**src/rtl/cpu_pkg.sv**
```systemverilog
// rtl/cpu_pkg.sv - shared opcodes, controller states and control-strobe bundle
//
// Purpose: common definitions for the microcode controller of the 8-bit bus CPU.
// Contents:
//   OP_*       4-bit opcode constants (instruction register bits [7:4])
//   state_t    controller state (ST_RST / ST_RUN / ST_HALT)
//   ctrl_t     packed bundle of every control strobe (*_n active low, alu_sub active high)
//   CTRL_IDLE  all strobes inactive
package cpu_pkg;

  localparam logic [3:0] OP_NOP = 4'h0;
  localparam logic [3:0] OP_LDA = 4'h1;
  localparam logic [3:0] OP_ADD = 4'h2;
  localparam logic [3:0] OP_SUB = 4'h3;
  localparam logic [3:0] OP_STA = 4'h4;
  localparam logic [3:0] OP_LDI = 4'h5;
  localparam logic [3:0] OP_JMP = 4'h6;
  localparam logic [3:0] OP_JC  = 4'h7;
  localparam logic [3:0] OP_JZ  = 4'h8;
  localparam logic [3:0] OP_OUT = 4'hE;
  localparam logic [3:0] OP_HLT = 4'hF;

  typedef enum logic [1:0] {
    ST_RST  = 2'd0,
    ST_RUN  = 2'd1,
    ST_HALT = 2'd2
  } state_t;

  typedef struct packed {
    logic pc_read_n;
    logic pc_write_n;
    logic pc_inc_n;
    logic mar_write_n;
    logic ram_read_n;
    logic ram_write_n;
    logic ir_read_n;
    logic ir_write_n;
    logic a_read_n;
    logic a_write_n;
    logic b_write_n;
    logic alu_read_n;
    logic alu_sub;
    logic out_write_n;
  } ctrl_t;

  localparam ctrl_t CTRL_IDLE = '{
    pc_read_n:   1'b1,
    pc_write_n:  1'b1,
    pc_inc_n:    1'b1,
    mar_write_n: 1'b1,
    ram_read_n:  1'b1,
    ram_write_n: 1'b1,
    ir_read_n:   1'b1,
    ir_write_n:  1'b1,
    a_read_n:    1'b1,
    a_write_n:   1'b1,
    b_write_n:   1'b1,
    alu_read_n:  1'b1,
    alu_sub:     1'b0,
    out_write_n: 1'b1
  };

endpackage

```
**src/rtl/microcode_controller_if.sv**
```systemverilog
// rtl/microcode_controller_if.sv - controller <-> datapath signal bundle
//
// Purpose: groups the instruction/flag inputs and all strobe outputs of the
// microcode controller.
// Modports:
//   slave  - the controller: reads i_instr/flags, drives o_* strobes, o_halt, o_step
//   master - the datapath side: drives i_instr/flags, observes the strobes
interface microcode_controller_if #(
  parameter int STEP_W = 3
);

  logic [7:0]        i_instr;
  logic              i_flag_carry;
  logic              i_flag_zero;
  logic              o_halt;
  logic              o_pc_read_n;
  logic              o_pc_write_n;
  logic              o_pc_inc_n;
  logic              o_mar_write_n;
  logic              o_ram_read_n;
  logic              o_ram_write_n;
  logic              o_ir_read_n;
  logic              o_ir_write_n;
  logic              o_a_read_n;
  logic              o_a_write_n;
  logic              o_b_write_n;
  logic              o_alu_read_n;
  logic              o_alu_sub;
  logic              o_out_write_n;
  logic [STEP_W-1:0] o_step;

  modport slave (
    input  i_instr, i_flag_carry, i_flag_zero,
    output o_halt, o_pc_read_n, o_pc_write_n, o_pc_inc_n, o_mar_write_n,
           o_ram_read_n, o_ram_write_n, o_ir_read_n, o_ir_write_n,
           o_a_read_n, o_a_write_n, o_b_write_n, o_alu_read_n, o_alu_sub,
           o_out_write_n, o_step
  );

  modport master (
    output i_instr, i_flag_carry, i_flag_zero,
    input  o_halt, o_pc_read_n, o_pc_write_n, o_pc_inc_n, o_mar_write_n,
           o_ram_read_n, o_ram_write_n, o_ir_read_n, o_ir_write_n,
           o_a_read_n, o_a_write_n, o_b_write_n, o_alu_read_n, o_alu_sub,
           o_out_write_n, o_step
  );

endinterface

```
**src/rtl/microcode_controller_decode.sv**
```systemverilog
// rtl/microcode_controller_decode.sv - combinational micro-step decoder
//
// Purpose: maps (micro-step, opcode, flags) to the control strobe bundle.
// Ports:
//   step        in   current micro-step
//   opcode      in   instruction register bits [7:4]
//   flag_carry  in   registered ALU carry flag
//   flag_zero   in   registered ALU zero flag
//   ctrl        out  strobes for this step (CTRL_IDLE when nothing to do)
//   last        out  this step retires the instruction
//   halt_req    out  HLT execute step: controller should enter HALT
module microcode_controller_decode
  import cpu_pkg::*;
#(
  parameter int STEP_W = 3
) (
  input  logic [STEP_W-1:0] step,
  input  logic [3:0]        opcode,
  input  logic              flag_carry,
  input  logic              flag_zero,
  output ctrl_t             ctrl,
  output logic              last,
  output logic              halt_req
);

  always_comb begin
    ctrl     = CTRL_IDLE;
    last     = 1'b0;
    halt_req = 1'b0;

    if (step == STEP_W'(0)) begin
      ctrl.pc_read_n   = 1'b0;
      ctrl.mar_write_n = 1'b0;
    end else if (step == STEP_W'(1)) begin
      ctrl.ram_read_n = 1'b0;
      ctrl.ir_write_n = 1'b0;
      ctrl.pc_inc_n   = 1'b0;
    end else if (step == STEP_W'(2)) begin
      case (opcode)
        OP_LDA, OP_ADD, OP_SUB, OP_STA: begin
          ctrl.ir_read_n   = 1'b0;
          ctrl.mar_write_n = 1'b0;
        end
        OP_LDI: begin
          ctrl.ir_read_n = 1'b0;
          ctrl.a_write_n = 1'b0;
          last           = 1'b1;
        end
        OP_JMP: begin
          ctrl.ir_read_n  = 1'b0;
          ctrl.pc_write_n = 1'b0;
          last            = 1'b1;
        end
        // Conditional jumps retire at T2 whether taken or not.
        OP_JC: begin
          ctrl.ir_read_n  = ~flag_carry;
          ctrl.pc_write_n = ~flag_carry;
          last            = 1'b1;
        end
        OP_JZ: begin
          ctrl.ir_read_n  = ~flag_zero;
          ctrl.pc_write_n = ~flag_zero;
          last            = 1'b1;
        end
        OP_OUT: begin
          ctrl.a_read_n    = 1'b0;
          ctrl.out_write_n = 1'b0;
          last             = 1'b1;
        end
        OP_HLT: begin
          halt_req = 1'b1;
          last     = 1'b1;
        end
        default: last = 1'b1;   // NOP and unused opcodes 9-D
      endcase
    end else if (step == STEP_W'(3)) begin
      case (opcode)
        OP_LDA: begin
          ctrl.ram_read_n = 1'b0;
          ctrl.a_write_n  = 1'b0;
          last            = 1'b1;
        end
        OP_ADD, OP_SUB: begin
          ctrl.ram_read_n = 1'b0;
          ctrl.b_write_n  = 1'b0;
          ctrl.alu_sub    = (opcode == OP_SUB);
        end
        OP_STA: begin
          ctrl.a_read_n    = 1'b0;
          ctrl.ram_write_n = 1'b0;
          last             = 1'b1;
        end
        default: last = 1'b1;
      endcase
    end else if (step == STEP_W'(4)) begin
      case (opcode)
        OP_ADD, OP_SUB: begin
          ctrl.alu_read_n = 1'b0;
          ctrl.a_write_n  = 1'b0;
          ctrl.alu_sub    = (opcode == OP_SUB);
          last            = 1'b1;
        end
        default: last = 1'b1;
      endcase
    end else begin
      last = 1'b1;
    end
  end

endmodule

```
**src/rtl/microcode_controller.sv**
```systemverilog
// rtl/microcode_controller.sv - fetch/execute microcode sequencer for the 8-bit bus CPU
//
// Purpose: holds the controller state (RST/RUN/HALT) and the micro-step
// counter, and gates the decoded strobes onto the datapath.
// Ports:
//   i_clk    in   system clock
//   i_reset  in   synchronous active-low reset
//   i_step   in   single-step pulse (only with CONTROLLER_SINGLE_STEP_EN)
//   bus      slave modport: i_instr/i_flag_* in, all strobes, o_halt, o_step out
// Build option: CONTROLLER_SINGLE_STEP_EN - each i_step pulse runs one instruction.
module microcode_controller
  import cpu_pkg::*;
#(
  parameter int STEP_W    = 3,
  parameter int LAST_STEP = 4
) (
  input  logic                  i_clk,
  input  logic                  i_reset,
`ifdef CONTROLLER_SINGLE_STEP_EN
  input  logic                  i_step,
`endif
  microcode_controller_if.slave bus
);

  state_t            state_q, state_d;
  logic [STEP_W-1:0] step_q, step_d;
  ctrl_t             dec_ctrl, ctrl;
  logic              dec_last;
  logic              dec_halt;
  logic              hold;

`ifdef CONTROLLER_SINGLE_STEP_EN
  // go_q is set by an i_step pulse while parked at step 0 and cleared when
  // the instruction retires, so one pulse buys exactly one instruction.
  logic go_q, go_d;
  assign hold = (step_q == '0) && !go_q;
`else
  assign hold = 1'b0;
`endif

  microcode_controller_decode #(
    .STEP_W(STEP_W)
  ) u_decode (
    .step      (step_q),
    .opcode    (bus.i_instr[7:4]),
    .flag_carry(bus.i_flag_carry),
    .flag_zero (bus.i_flag_zero),
    .ctrl      (dec_ctrl),
    .last      (dec_last),
    .halt_req  (dec_halt)
  );

  always_comb begin
    state_d = state_q;
    step_d  = step_q;
    ctrl    = CTRL_IDLE;
`ifdef CONTROLLER_SINGLE_STEP_EN
    go_d    = go_q;
`endif
    case (state_q)
      ST_RST: begin
        state_d = ST_RUN;
        step_d  = '0;
      end
      ST_RUN: begin
        if (hold) begin
`ifdef CONTROLLER_SINGLE_STEP_EN
          if (i_step) go_d = 1'b1;
`endif
        end else begin
          ctrl = dec_ctrl;
          if (dec_halt) begin
            state_d = ST_HALT;   // step is frozen at the HLT execute step
          end else if (dec_last || (step_q >= STEP_W'(LAST_STEP))) begin
            step_d = '0;
`ifdef CONTROLLER_SINGLE_STEP_EN
            go_d   = 1'b0;
`endif
          end else begin
            step_d = step_q + 1'b1;
          end
        end
      end
      ST_HALT: ;
      default: begin
        state_d = ST_RST;
        step_d  = '0;
      end
    endcase
  end

  always_ff @(posedge i_clk) begin
    if (!i_reset) begin
      state_q <= ST_RST;
      step_q  <= '0;
`ifdef CONTROLLER_SINGLE_STEP_EN
      go_q    <= 1'b0;
`endif
    end else begin
      state_q <= state_d;
      step_q  <= step_d;
`ifdef CONTROLLER_SINGLE_STEP_EN
      go_q    <= go_d;
`endif
    end
  end

  assign bus.o_halt        = (state_q == ST_HALT);
  assign bus.o_step        = step_q;
  assign bus.o_pc_read_n   = ctrl.pc_read_n;
  assign bus.o_pc_write_n  = ctrl.pc_write_n;
  assign bus.o_pc_inc_n    = ctrl.pc_inc_n;
  assign bus.o_mar_write_n = ctrl.mar_write_n;
  assign bus.o_ram_read_n  = ctrl.ram_read_n;
  assign bus.o_ram_write_n = ctrl.ram_write_n;
  assign bus.o_ir_read_n   = ctrl.ir_read_n;
  assign bus.o_ir_write_n  = ctrl.ir_write_n;
  assign bus.o_a_read_n    = ctrl.a_read_n;
  assign bus.o_a_write_n   = ctrl.a_write_n;
  assign bus.o_b_write_n   = ctrl.b_write_n;
  assign bus.o_alu_read_n  = ctrl.alu_read_n;
  assign bus.o_alu_sub     = ctrl.alu_sub;
  assign bus.o_out_write_n = ctrl.out_write_n;

endmodule

```
**src/flat_wrapper.sv**
```systemverilog
// flat-port wrapper written by rule: the top's interface ports become plain ports
module microcode_controller_flat import cpu_pkg::*;
#(
  parameter int STEP_W    = 3,
  parameter int LAST_STEP = 4
)
  (i_clk, i_reset, bus_i_instr, bus_i_flag_carry, bus_i_flag_zero, bus_o_halt, bus_o_pc_read_n, bus_o_pc_write_n, bus_o_pc_inc_n, bus_o_mar_write_n, bus_o_ram_read_n, bus_o_ram_write_n, bus_o_ir_read_n, bus_o_ir_write_n, bus_o_a_read_n, bus_o_a_write_n, bus_o_b_write_n, bus_o_alu_read_n, bus_o_alu_sub, bus_o_out_write_n, bus_o_step);
  microcode_controller_if #(.STEP_W(STEP_W)) bus_i ();
  input  logic i_clk;
  input  logic i_reset;
  input wire logic [$bits(bus_i.i_instr)-1:0] bus_i_instr;
  input wire logic [$bits(bus_i.i_flag_carry)-1:0] bus_i_flag_carry;
  input wire logic [$bits(bus_i.i_flag_zero)-1:0] bus_i_flag_zero;
  output wire logic [$bits(bus_i.o_halt)-1:0] bus_o_halt;
  output wire logic [$bits(bus_i.o_pc_read_n)-1:0] bus_o_pc_read_n;
  output wire logic [$bits(bus_i.o_pc_write_n)-1:0] bus_o_pc_write_n;
  output wire logic [$bits(bus_i.o_pc_inc_n)-1:0] bus_o_pc_inc_n;
  output wire logic [$bits(bus_i.o_mar_write_n)-1:0] bus_o_mar_write_n;
  output wire logic [$bits(bus_i.o_ram_read_n)-1:0] bus_o_ram_read_n;
  output wire logic [$bits(bus_i.o_ram_write_n)-1:0] bus_o_ram_write_n;
  output wire logic [$bits(bus_i.o_ir_read_n)-1:0] bus_o_ir_read_n;
  output wire logic [$bits(bus_i.o_ir_write_n)-1:0] bus_o_ir_write_n;
  output wire logic [$bits(bus_i.o_a_read_n)-1:0] bus_o_a_read_n;
  output wire logic [$bits(bus_i.o_a_write_n)-1:0] bus_o_a_write_n;
  output wire logic [$bits(bus_i.o_b_write_n)-1:0] bus_o_b_write_n;
  output wire logic [$bits(bus_i.o_alu_read_n)-1:0] bus_o_alu_read_n;
  output wire logic [$bits(bus_i.o_alu_sub)-1:0] bus_o_alu_sub;
  output wire logic [$bits(bus_i.o_out_write_n)-1:0] bus_o_out_write_n;
  output wire logic [$bits(bus_i.o_step)-1:0] bus_o_step;
  assign bus_i.i_instr = bus_i_instr;
  assign bus_i.i_flag_carry = bus_i_flag_carry;
  assign bus_i.i_flag_zero = bus_i_flag_zero;
  assign bus_o_halt = bus_i.o_halt;
  assign bus_o_pc_read_n = bus_i.o_pc_read_n;
  assign bus_o_pc_write_n = bus_i.o_pc_write_n;
  assign bus_o_pc_inc_n = bus_i.o_pc_inc_n;
  assign bus_o_mar_write_n = bus_i.o_mar_write_n;
  assign bus_o_ram_read_n = bus_i.o_ram_read_n;
  assign bus_o_ram_write_n = bus_i.o_ram_write_n;
  assign bus_o_ir_read_n = bus_i.o_ir_read_n;
  assign bus_o_ir_write_n = bus_i.o_ir_write_n;
  assign bus_o_a_read_n = bus_i.o_a_read_n;
  assign bus_o_a_write_n = bus_i.o_a_write_n;
  assign bus_o_b_write_n = bus_i.o_b_write_n;
  assign bus_o_alu_read_n = bus_i.o_alu_read_n;
  assign bus_o_alu_sub = bus_i.o_alu_sub;
  assign bus_o_out_write_n = bus_i.o_out_write_n;
  assign bus_o_step = bus_i.o_step;
  microcode_controller #(.STEP_W(STEP_W), .LAST_STEP(LAST_STEP)) u_core (.i_clk(i_clk), .i_reset(i_reset), .bus(bus_i));
endmodule
```
**config.mk**
```make
export PLATFORM = sky130hd
export DESIGN_NAME = microcode_controller_flat
export DESIGN_NICKNAME = d
export VERILOG_FILES = /design/src/rtl/cpu_pkg.sv /design/src/rtl/microcode_controller_if.sv /design/src/rtl/microcode_controller_decode.sv /design/src/rtl/microcode_controller.sv /design/src/flat_wrapper.sv
export SDC_FILE = /design/constraint.sdc
export NUM_CORES = 1
export LEC_CHECK = 0
export CAP_MARGIN = 10
export CORE_MARGIN = 3
export CORE_UTILIZATION = 35
export CTS_CLUSTER_SIZE = 20
export DETAILED_ROUTE_END_ITERATION = 8
export PLACE_DENSITY = 0.84
export SETUP_SLACK_MARGIN = 0.4
export SLEW_MARGIN = 20
export SYNTH_ARGS = -nofsm -noshare
export SYNTH_HDL_FRONTEND = slang
export SYNTH_SLANG_ARGS = --single-unit
```
**constraint.sdc**
```tcl
create_clock -name i_clk -period 1.7 [get_ports i_clk]
set_clock_uncertainty 0.05 [all_clocks]
set_input_delay 0.17 -clock i_clk [delete_from_list [all_inputs] [get_ports i_clk]]
set_output_delay 0.17 -clock i_clk [all_outputs]
set_load 0.01 [all_outputs]
```
port_nets.png
Drawn at 8 px/um.
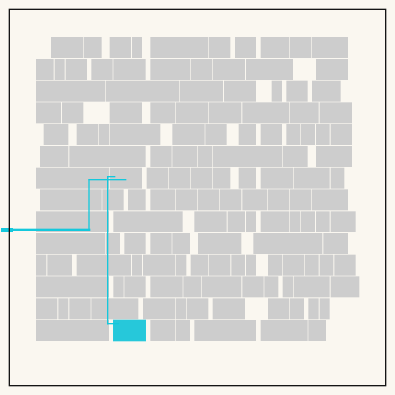
Key: bus_o_pc_read_n = cyan [bits 1, direction output, edge left, end cells 1, buffers 1, wire 41.0 um]
top-level I/O count: 30
IO buf count: 25

density.png
Drawn at 6 px/um. The die is cut into 9 by 9 equal tiles; dark purple is low, yellow is high, 0 to 100% covered.
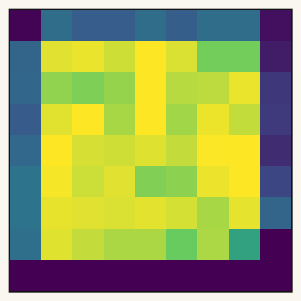
The fullest tile reaches 100%. 59% of the tiles are over 75% full. 14% of the tiles are nearly empty. The mean over all tiles is 63%. The emptiest ninth of the die: bottom right. The densest ninth of the die: middle.
placeable core region: 1541 um^2
floorplan utilization: 37.91%
fraction of the core area covered by cells at the end of the flow: 90.34%

==> cell type report <==
cell class                 count  area, um^2
multi-input combinational     58       656.9
tap                           16       20.02
inverter                      10       45.04
timing repair buffer          63       531.8
fill                          67       148.9
sequential                     5       112.6
clock buffer                   4       26.28
==> kinds of logic (layout without fill, tap and decap cells) <==
family / count (synthesis) / count (layout) / synth area share (%)
simple gates: 37 / 37 / 40.47
compound gates: 16 / 16 / 22.27
buf+inv: 13 / 77 / 9.423
flops: 5 / 5 / 17.13
fa+ha+maj: 5 / 5 / 10.71
==> metrics by stage <==
stage	total power, uW	worst slack [ns]	hold slack [ns]	cells
after floorplan	205.2	0.09648	0.2688	76
after CTS	468.8	-0.2495	0.3748	153
final	509.0	-0.2314	0.3996	156
after global routing	526.1	-0.2790	0.4041	156
after global placement	289.3	-0.4238	0.3621	146
after detailed placement	296.5	-0.4833	0.3705	146
==> Yosys cell counts (all sizes together) (3+ instances only) <==
master	instances
and2	4
inv	10
nand4	3
ha	5
nor3	3
nand2	6
nand3	3
o21ai	5
nor2	6
dfxtp	5
buf	3
nor4b	3
==> routing by layer <==
layer | track usage, % | routed length, um | up-vias
li1 | - | - | 405
met1 | 21.41 | 1043 | 452
met2 | 49.05 | 1623 | 64
met3 | 5.364 | 257 | 23
met4 | 16.57 | 179 | 0
met5 | 0 | 0 | -
==> power by group <==
| group | switching [uW] | internal, uW | total [uW] |
|---|---|---|---|
| clock network | 59.6 | 89.5 | 149 |
| logic | 116 | 118 | 234 |
| registers | 6.89 | 119 | 126 |
| total | 183 | 326 | 509 |
==> flip-flops by register name (all words and copies together), names as in the netlist <==
name,count
u_core.state_q,2
u_core.bus.o_step,3
==> layout by cell type, fill, tap and decap left out, types with 2 or more instances in the layout <==
cell type	count
buf_4	29
buf_6	15
buf_2	9
inv_1	7
nor2_1	5
ha_4	5
clkdlybuf4s50_1	4
dlygate4sd2_1	4
inv_4	3
and2_4	3
nand2_1	3
nand4_1	3
o21ai_0	3
clkbuf_4	3
dfxtp_4	3
nor3_4	2
o21ai_1	2
nor4b_4	2
nand2_2	2
dlymetal6s2s_1	2
==> worst paths after layout <==
kind	from	endpoint	slack, ns	depth (start not counted)
setup / recovery	u_core.bus.o_step[0]	bus_o_a_read_n	-0.23	7
hold / removal	u_core.state_q[1]	u_core.state_q[0]	0.40	1
setup reg to reg	u_core.bus.o_step[0]	u_core.bus.o_step[2]	-0.16	9
hold reg to reg	u_core.state_q[1]	u_core.state_q[0]	0.40	1
==> repair_timing <==
action / CTS / global route
endpoints found under the setup margin: 23 / 20
pin swaps: 21 / 9
buffers inserted: 3 / 3
gates resized: 95 / 20
==> worst max-delay path, cell delays in order (launching register included) <==
cell and delay [ns]:
dfxtp_4 0.39, inv_4 0.06, ha_4 0.16, o21bai_4 0.15, nand3_2 0.09, or3_4 0.34
and2_4 0.15, buf_6 0.11
==> run notes <==
Observations from the implementation run.

Critical path:
- The critical path in this run is classified as reg2out.
- STA classifies the critical path endpoint as a primary output.
- STA classifies the critical path startpoint as a register.
- The run gives the data required time of the worst path as between 1 and 1.5 ns.
- On the critical path the data arrives at between 1.5 and 2 ns.

Run status:
- The final reports fail on setup timing.
- The flow ran to the end, but the final reports show violations.

Yosys:
- The run gives the synthesized area per cell as slightly below 8 um^2.
- The commonest register cell is dfxtp_1.
- Before any placement, the netlist area is recorded as 584.3 um^2.
- The synthesized design devotes to its leading area cell type between 10% and 20% of total area.
- Synthesis produced a netlist with a net count of between 90 and 100.
- After synthesis, the netlist uses 34 different library cells.
- For this run, the register share of the synthesized area comes to approximately 17%.
- The run gives the summed standard-cell area reported by yosys as between 500 and 600 um^2.
- The synthesis report gives the async set-or-reset register share as 0%.
- The run puts the number of standard cells reported by yosys at approximately 76.
- Yosys mapped a number of flops with a built-in enable equal to 0.
- Synthesis produced about 76 cells.

GRT:
- The run puts the pin count of the biggest net entering global routing at 9.
- The run puts the overall overflow remaining after global route at 0.
- The run puts the wire length of the first global-routing pass at 3.774 mm.
- The run gives the number of global-route vias before repair as 896.
- The run gives the global-route usage over all layers as roughly 25%.

CTS:
- Clock latency on the worst-skew pair, taken at its later pin, is approximately 0.26 ns.
- The tree is rooted in a clkbuf_4.
- TritonCTS built the clock tree.
- On the reported timing paths, the clock transition at the registers reads roughly 0.05 ns.
- The run puts the count of H-tree levels built during CTS at 1.
- The run gives the sink count of the clock tree as 5.
- The run gives the quantity of hold-fixing buffers added after cts as 0.

Run:
- The run puts the max capacitance violation total at 0.
- The run gives the total number of warnings across the stage logs as 36.

Die:
- Row generation in the floorplan step produced 14 rows.
- The run puts the die area at between 2000 and 2500 um^2.
- The run puts the vertical extent of the die at 46.86 um.

Placed design:
- The congestion estimate from routability-driven global placement came to between 0.9 and 1.
- The post-placement cell area is about 1200 um^2.

Detailed routing:
- The run gives the post-detailed-route wirelength per cell as 19.90 um.
- The run puts the post-detailed-route count of antenna-violating nets at 0.
- The routed layout has between 900 and 1,000 vias.
- After detailed routing, the total wire length is between 3 and 4 mm.
- The run gives the violation tally from detailed-route iteration zero as 27.

Timing:
- For this run, the final setup violation count is recorded as 16.
- Setup repair after global routing could not meet its margin everywhere.
- The run gives the transition time at the pin with the least slew margin as 0.3559 ns.
- The run gives the final setup slack of the worst path as -0.2314 ns.
- For the final routed database, the setup TNS stands at -2.018 ns.
- The run gives the part of the cycle the worst path needs as 113.6%.
- The run gives the normalized max-slew margin as approximately 76%.

Layout:
- The run gives the number of antenna diodes as 0.
- The run gives the fraction of layout cells with a size suffix above 1 as 69.29%.
- The run puts the post-layout instance area at ~1400 um^2.

Pwr:
- The run gives the static power due to leakage as slightly below 0.0006 uW.
Power is estimated from default activity; no workload was simulated.
